===== src/rtl/pulse_len_tx.sv =====
// pulse_len_tx
// Measures the width, in clock cycles, of each high pulse on `in`. It then
// hands that width to a downstream consumer over a dav_/rfd handshake.
//
// Ports:
//   clock   - system clock; all state changes on its rising edge
//   reset_  - asynchronous active-low reset
//   in      - pulse to be measured, synchronous to clock
//   rfd     - consumer ready-for-data (1 = ready)
//   dav_    - data available, active low (0 = data valid)
//   data    - measured pulse width in cycles, saturating at 255
//
// The block only samples `in` in S_ARM, S_IDLE and S_MEAS. Pulses that occur
// while a transfer is in flight are dropped. S_ARM waits for `in` to go low
// before measuring. This stops a pulse that was already high at reset
// release, or at the end of a handshake, from being measured as a short
// partial width.

module pulse_len_tx (
    input  logic       clock,
    input  logic       reset_,
    input  logic       in,
    input  logic       rfd,
    output logic       dav_,
    output logic [7:0] data
);

    typedef enum logic [2:0] {
        S_ARM  = 3'd0,
        S_IDLE = 3'd1,
        S_MEAS = 3'd2,
        S_WRFD = 3'd3,
        S_WACK = 3'd4
    } state_t;

    state_t     state_r;
    state_t     state_nxt_s;
    logic [7:0] count_r;
    logic [7:0] count_nxt_s;
    logic [7:0] data_nxt_s;
    logic       dav_nxt_s;

    // State, width counter and both registered outputs.
    always_ff @(posedge clock or negedge reset_) begin
        if (!reset_) begin
            state_r <= S_ARM;
            count_r <= 8'd0;
            data    <= 8'd0;
            dav_    <= 1'b1;
        end else begin
            state_r <= state_nxt_s;
            count_r <= count_nxt_s;
            data    <= data_nxt_s;
            dav_    <= dav_nxt_s;
        end
    end

    // Next-state logic and next values of the counter and the outputs.
    always_comb begin
        state_nxt_s = state_r;
        count_nxt_s = count_r;
        data_nxt_s  = data;
        dav_nxt_s   = dav_;

        case (state_r)
            S_ARM: begin
                dav_nxt_s = 1'b1;
                if (!in) begin
                    state_nxt_s = S_IDLE;
                end else begin
                    state_nxt_s = S_ARM;
                end
            end

            S_IDLE: begin
                if (in) begin
                    count_nxt_s = 8'd1;
                    state_nxt_s = S_MEAS;
                end else begin
                    state_nxt_s = S_IDLE;
                end
            end

            S_MEAS: begin
                if (in) begin
                    // Saturate rather than wrap, so long pulses never report
                    // a small or zero width.
                    if (count_r != 8'd255) begin
                        count_nxt_s = count_r + 8'd1;
                    end else begin
                        count_nxt_s = count_r;
                    end
                end else begin
                    data_nxt_s  = count_r;
                    state_nxt_s = S_WRFD;
                end
            end

            S_WRFD: begin
                if (rfd) begin
                    dav_nxt_s   = 1'b0;
                    state_nxt_s = S_WACK;
                end else begin
                    state_nxt_s = S_WRFD;
                end
            end

            S_WACK: begin
                if (!rfd) begin
                    dav_nxt_s   = 1'b1;
                    state_nxt_s = S_ARM;
                end else begin
                    dav_nxt_s   = 1'b0;
                    state_nxt_s = S_WACK;
                end
            end

            default: begin
                dav_nxt_s   = 1'b1;
                state_nxt_s = S_ARM;
            end
        endcase
    end

endmodule


===== config.mk =====
export PLATFORM = sky130hd
export DESIGN_NAME = pulse_len_tx
export DESIGN_NICKNAME = d
export VERILOG_FILES = /design/src/rtl/pulse_len_tx.sv
export SDC_FILE = /design/constraint.sdc
export NUM_CORES = 1
export LEC_CHECK = 0
export CAP_MARGIN = 20
export CORE_MARGIN = 2
export CORE_UTILIZATION = 49
export CTS_CLUSTER_SIZE = 28
export DETAILED_ROUTE_END_ITERATION = 7
export PLACE_DENSITY = 0.82
export SYNTH_ARGS = -nofsm -noshare
export SYNTH_HDL_FRONTEND = slang
export SYNTH_SLANG_ARGS = --single-unit

===== constraint.sdc =====
create_clock -name clock -period 3.3 [get_ports clock]
set_clock_uncertainty 0.1 [all_clocks]
set_input_delay 0.66 -clock clock [delete_from_list [all_inputs] [get_ports clock]]
set_output_delay 0.66 -clock clock [all_outputs]
set_load 0.1 [all_outputs]

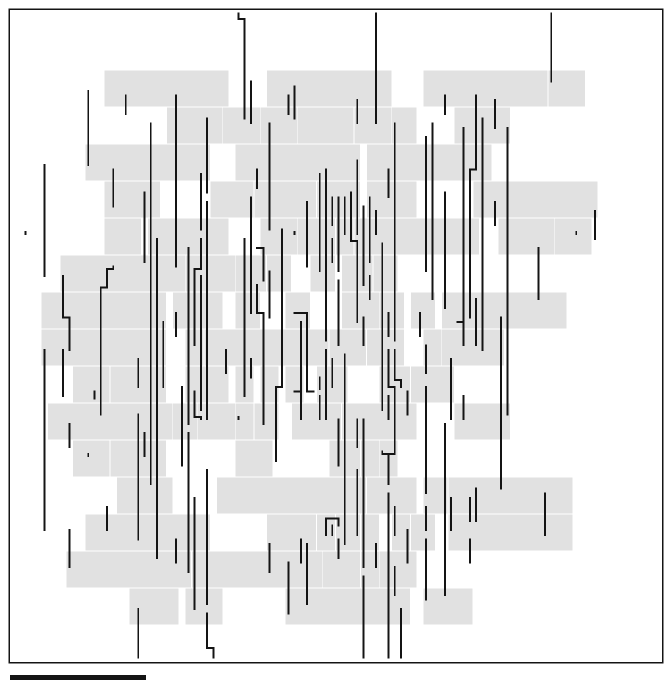
*M2 wires, run 1*
The bar under the picture is 10 um long.
90 nets have wire on it. The layer carries 750 um of wire. The longest straight run is 26.5 um. The wires run mostly vertical. The layer holds 47% of the routed length.
final wirelength: 1585 um
GR Layer Usage met2: 23.20%

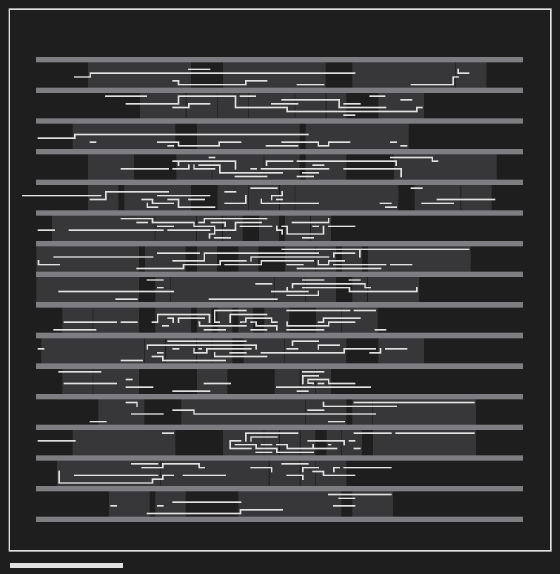
*The metal 1 layer, run 1*
The bar under the picture is 10 um long. Supply wires on this layer in gray.
90 nets have wire on it. The wires run mostly horizontal.

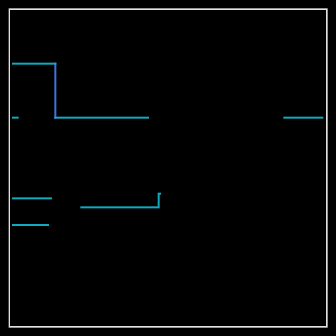
*Wiring by layer, run 1*
Only two layers are drawn.
Key: cyan = metal 3 [wire length 52.0 um]; blue = metal 4 [wire length 8.20 um]
routed len/inst: 13.21 um
vias: 648
GRT Total Usage: 16.03%

==> results.cfg, run 1 <==
; implementation run metrics
[run_status]
outcome = completed

[final_timing]
fin_crit_ns = 2.005
maxSlewHeadroom_pct = 41.49
setup_viol = 0
min_period_over_period_pct = 60.76

[cts]
tritoncts = done

[final_layout]
seq_share_pct = 44.96
final-clk-cell-share_pct = 4.709
flop_area_um2 = 501.7
drive_gt1_share_pct = 28.42
final.clkbuf_count = 3

[floorplanning]
die_x_um = 47.94
pin_count = 13
placeableCoreArea_um2 = 1764
fp_util_pct = 53.62

[place]
dp_hpwl_um = 1125

[job]
drv_cap = 0

[yosys]
edf_count = 0
ys_sh_adder_pct = 1.323

[route]
drt-met1-wl_um = 774
met2_length_um = 750

[setup_path]
cp-endpoint = count_r[3]
cp.required_ns = 3.40

[power]
leakage_uw = 0.0005213

[min_path]
hold_end = data[5]
[run 1: state kept, by name, summed over array words and instances, names as in the netlist]
| name | cells |
|---|---|
| dav_ | 1 |
| count_r | 8 |
| data | 8 |
| state_r | 3 |
[run 1: kinds of logic after synthesis]
group                      count (synthesis)
muxes                                     11
buffers and inverters                      3
adders and majority gates                  1
and+or+nand+nor                           27
AOI/OAI and AO/OA                         18
DFF                                       20
[run 1: worst max-delay path, delay by kind of cell (launching register included)]
kind / cells / cell delay [ns]
AND-OR/OR-AND: 3 / 0.88
adder cells (fa/ha/maj): 1 / 0.32
flip-flops: 1 / 0.45
AND/OR/NAND/NOR: 1 / 0.15
==> run 2, diff against run 1 <==
==> constraint.sdc (replaced) <==
create_clock -name clock -period 2.1 [get_ports clock]
set_clock_uncertainty 0.1 [all_clocks]
set_input_delay 0.42 -clock clock [delete_from_list [all_inputs] [get_ports clock]]
set_output_delay 0.42 -clock clock [all_outputs]
set_load 0.1 [all_outputs]
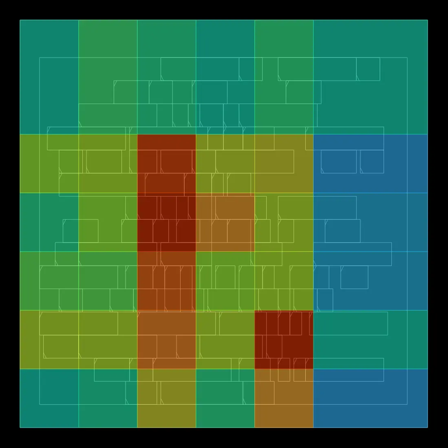
*Track usage over the die, run 2*
GRT Total Usage: 16.37%
GRT busiest layer: met2
fin util: 63.76%

==> run 2 against run 1 <==
Effect of this change:
- worst hold slack worse by 0.078 ns
- wire length up 1.9%
- count of clock-buffer cells in the layout up 1
- synthesized area unchanged
- via count up 4.3%
- core utilization up 0.50 points
- power up 48%
- critical path type unchanged
- critical endpoint is now count_r[6]
==> results.cfg, run 2 <==
; implementation run metrics
[run_status]
outcome = completed

[floorplanning]
placeableCoreArea_um2 = 1764
die_x_um = 47.94
taps = 25
pin_count = 13
fp_util_pct = 53.62

[setup_path]
cp_num_buf_inv = 0
critPathTopFamily = AND-OR/OR-AND gates

[final_layout]
seq_share_pct = 44.61
largestRegisters = count_r: 8 flops, data: 8 flops, state_r: 3 flops
final.clkbuf_count = 4
flop_area_um2 = 501.7
final-clk-cell-share_pct = 2.336
drive_gt1_share_pct = 29.59

[yosys]
edf_count = 0
syn_nets = 85
netlist_instances = 80

[final_timing]
maxSlewHeadroom_pct = 70.15
min_period_over_period_pct = 90.34

[route]
post_drt_wl_per_cell_um = 13.13
routed_wl_um = 1615
via_count = 676

[cts]
tritoncts = done

[global_routing]
grt_pass1_vias = 582

[job]
drv_cap = 0
-- run 2: cell types whose count changed in the layout (fill, tap and decap cells not counted) --
cell	before	now
buf_12	0	1
buf_4	9	11
bufinv_16	1	0
clkbuf_1	0	1
-- run 2: metal layers --
layer  wire (um)  global-route usage, %
met5           0                      0
met3          54                  3.774
met1         748                  20.75
met4          43                  11.35
met2         769                  24.53
-- run 2: worst max path at each step --
stage          startpoint    endpoint  slack [ns]  cells after the start
2_1_floorplan  count_r[0]  count_r[7]        0.35                      6
3_3_place_gp           in  count_r[3]        0.16                      5
3_5_place_dp           in  count_r[6]        0.11                      5
4_1_cts        count_r[0]  count_r[6]        0.20                      5
5_1_grt        count_r[0]  count_r[6]        0.10                      5
6_report       count_r[0]  count_r[6]        0.20                      5
Power figures rest on the tool's default switching activity, not on a simulated workload.
